### config.mk
export PLATFORM = sky130hd
export DESIGN_NAME = operand_bus_arbiter
export DESIGN_NICKNAME = d
export VERILOG_FILES = /design/src/rtl/operand_bus_arbiter.sv
export SDC_FILE = /design/constraint.sdc
export NUM_CORES = 1
export LEC_CHECK = 0
export ABC_AREA = 1
export CAP_MARGIN = 25
export CORE_ASPECT_RATIO = 2
export CORE_MARGIN = 3
export CORE_UTILIZATION = 45
export DETAILED_ROUTE_END_ITERATION = 8
export GPL_TIMING_DRIVEN = 0
export HOLD_SLACK_MARGIN = 0.03
export PLACE_DENSITY = 0.83
export SLEW_MARGIN = 20
export SYNTH_ARGS = -nofsm -noshare
export SYNTH_HDL_FRONTEND = slang
export SYNTH_SLANG_ARGS = --single-unit
### constraint.sdc
create_clock -name clk -period 4.15 [get_ports clk]
set_input_delay 0.6225 -clock clk [delete_from_list [all_inputs] [get_ports clk]]
set_output_delay 0.6225 -clock clk [all_outputs]
set_load 0.05 [all_outputs]
### src/rtl/operand_bus_arbiter.sv
// Round-robin arbiter moving one 6-bit operand per cycle from eight requesters onto a shared bus.
// Define OPERAND_BUS_ARBITER_TIMEOUT_EN to drop operands stalled for 255 cycles.
module operand_bus_arbiter (
  input  logic        clk,
  input  logic        reset,
  input  logic [7:0]  req,
  input  logic [47:0] data_in,
  input  logic        out_ready,
  output logic [2:0]  selector,
  output logic [5:0]  data_out,
  output logic        out_valid,
  output logic [7:0]  grant,
  output logic        timeout
);

  typedef enum logic {IDLE = 1'b0, BUSY = 1'b1} state_t;

  state_t      r_state;
  state_t      w_nextState;
  logic [2:0]  r_last;
  logic [2:0]  r_selector;
  logic [5:0]  r_dataOut;
  logic        w_release;
  logic        w_timeout;
  logic        w_found;
  logic [7:0]  w_grant;
  logic [7:0]  w_mask;
  logic [2:0]  w_pick;
  logic [2:0]  w_cand;
  logic [5:0]  w_pickData;

`ifdef OPERAND_BUS_ARBITER_TIMEOUT_EN
  logic [7:0] r_stall;

  // The 255th stalled cycle is the one whose increment takes the counter to 255.
  assign w_timeout = (r_state == BUSY) && !out_ready && (r_stall == 8'd254);

  always_ff @(posedge clk or posedge reset) begin
    if (reset) begin
      r_stall <= 8'd0;
    end else if ((r_state == BUSY) && !out_ready && !w_timeout) begin
      r_stall <= r_stall + 8'd1;
    end else begin
      r_stall <= 8'd0;
    end
  end
`else
  assign w_timeout = 1'b0;
`endif

  assign w_release = (r_state == BUSY) && (out_ready || w_timeout);
  assign w_grant   = w_release ? (8'b1 << r_selector) : 8'b0;

  // The slot just granted is masked out so a held request cannot win twice in a row.
  always_comb begin
    w_mask = 8'b0;
    if (r_state == IDLE) begin
      w_mask = req;
    end else if (w_release) begin
      w_mask = req & ~w_grant;
    end
  end

  always_comb begin
    w_found = 1'b0;
    w_pick  = 3'd0;
    w_cand  = 3'd0;
    for (int k = 1; k <= 8; k++) begin
      w_cand = r_last + k[2:0];
      if (!w_found && w_mask[w_cand]) begin
        w_found = 1'b1;
        w_pick  = w_cand;
      end
    end
  end

  always_comb begin
    w_pickData = 6'd0;
    for (int s = 0; s < 8; s++) begin
      if (w_pick == s[2:0]) begin
        w_pickData = data_in[s*6 +: 6];
      end
    end
  end

  always_comb begin
    w_nextState = r_state;
    if ((r_state == BUSY) && !w_release) begin
      w_nextState = BUSY;
    end else if (w_found) begin
      w_nextState = BUSY;
    end else begin
      w_nextState = IDLE;
    end
  end

  always_ff @(posedge clk or posedge reset) begin
    if (reset) begin
      r_state <= IDLE;
    end else begin
      r_state <= w_nextState;
    end
  end

  always_ff @(posedge clk or posedge reset) begin
    if (reset) begin
      r_selector <= 3'd0;
      r_dataOut  <= 6'd0;
      r_last     <= 3'd7;
    end else if (w_found) begin
      r_selector <= w_pick;
      r_dataOut  <= w_pickData;
      r_last     <= w_pick;
    end
  end

  assign selector  = r_selector;
  assign data_out  = r_dataOut;
  assign out_valid = (r_state == BUSY);
  assign grant     = w_grant;
  assign timeout   = w_timeout;

endmodule
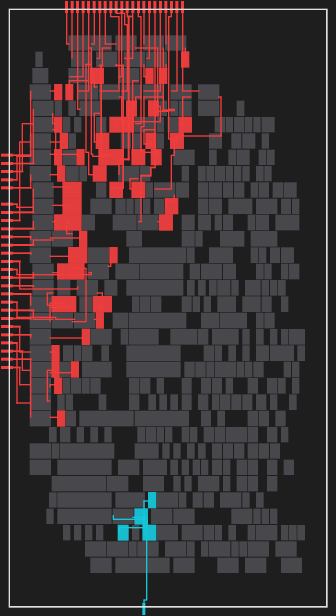
**Above:** port wiring.
Drawn at 6 px/um.
- out_ready: cyan (bits 1; direction input; edge bottom; end cells 4; buffers 1; wire 34.6 um)
- data_in: red (bits 48; direction input; edge 26 left, 22 top; end cells 48; buffers 48; wire 845 um)

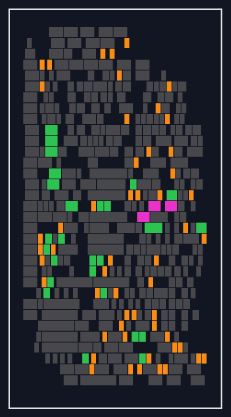
**Above:** selected gate families.
Drawn at 4 px/um.
- xor and xnor cells: magenta (cells 3; most used xnor2_1)
- aoi and oai cells: green (cells 26; most used a21oi_1)
- inv cells: orange (cells 53; most used inv_1; where all over the die)

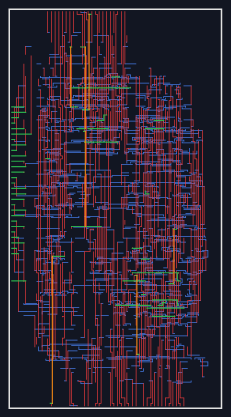
**Above:** signal wires by layer.
Drawn at 4 px/um.
- metal 2: red (wire length 3820 um)
- metal 4: orange (wire length 153 um)
- metal 1: blue (wire length 2150 um)
- metal 3: green (wire length 191 um)

==> flow_metrics.rpt <==
PHYSICAL IMPLEMENTATION REPORT
----------------------------------------------------
[Die]
  Total die size ........................ 0.00523 mm2
  Initial standard-cell utilization of the core ........................ 0.475
  Number of top-level design ports ........................ 78

[Global routing]
  Maximum number of pins on one net before global-route repair ........................ 14
  Grt total ovfl ........................ 0

[Layout]
  Ant. Diodes ........................ 0
  Top library cells by usage in the layout, fill and taps aside ........................ clkdlybuf4s50_1 (76), nand2_1 (67), nand3_1 (64)

[Worst setup path]
  Classification of the worst setup path ........................ reg -> reg
  Endpoint of the worst register-to-register path ........................ data_out[0]
  Startpoint of the worst-slack reg-to-reg timing path ........................ r_last[1]
  Number of cells on the worst reg-to-reg path ........................ 20
  Number of cells on the critical path ........................ 20

[Run status]
  Result of the run ........................ complete, no violations

[Synthesis]
  Synthesized net count ........................ 393
  Xor/xnor share ........................ 0.0134
  Portion of the post-synthesis area used by sequential elements ........................ 0.168

[Final timing]
  Total Neg Setup Slack ........................ 0 ns

[Clocking]
  Clock Root Buffer ........................ clkbuf_8

[Detailed routing]
  Routed vias ........................ 2501

----------------------------------------------------
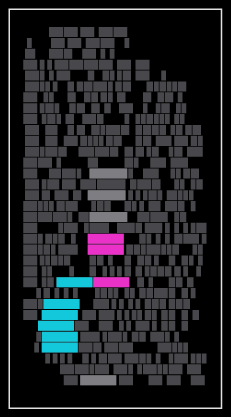
**Above:** sequential cells coloured by netlist name.
Drawn at 4 px/um. Other sequential cells in the stronger grey, the rest of the logic in the fainter grey.
- selector: magenta (sequential cells 3)
- data_out: cyan (sequential cells 6; where lower left)

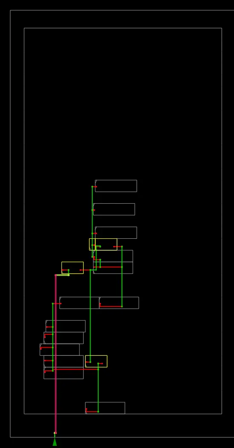
**Above:** the clock network.
number of clock-tree buffers in the layout: 4
number of clock sinks: 13
Worst-Skew Late Latency: 0.24 ns
worst clock skew on the final layout: 0.00110 ns

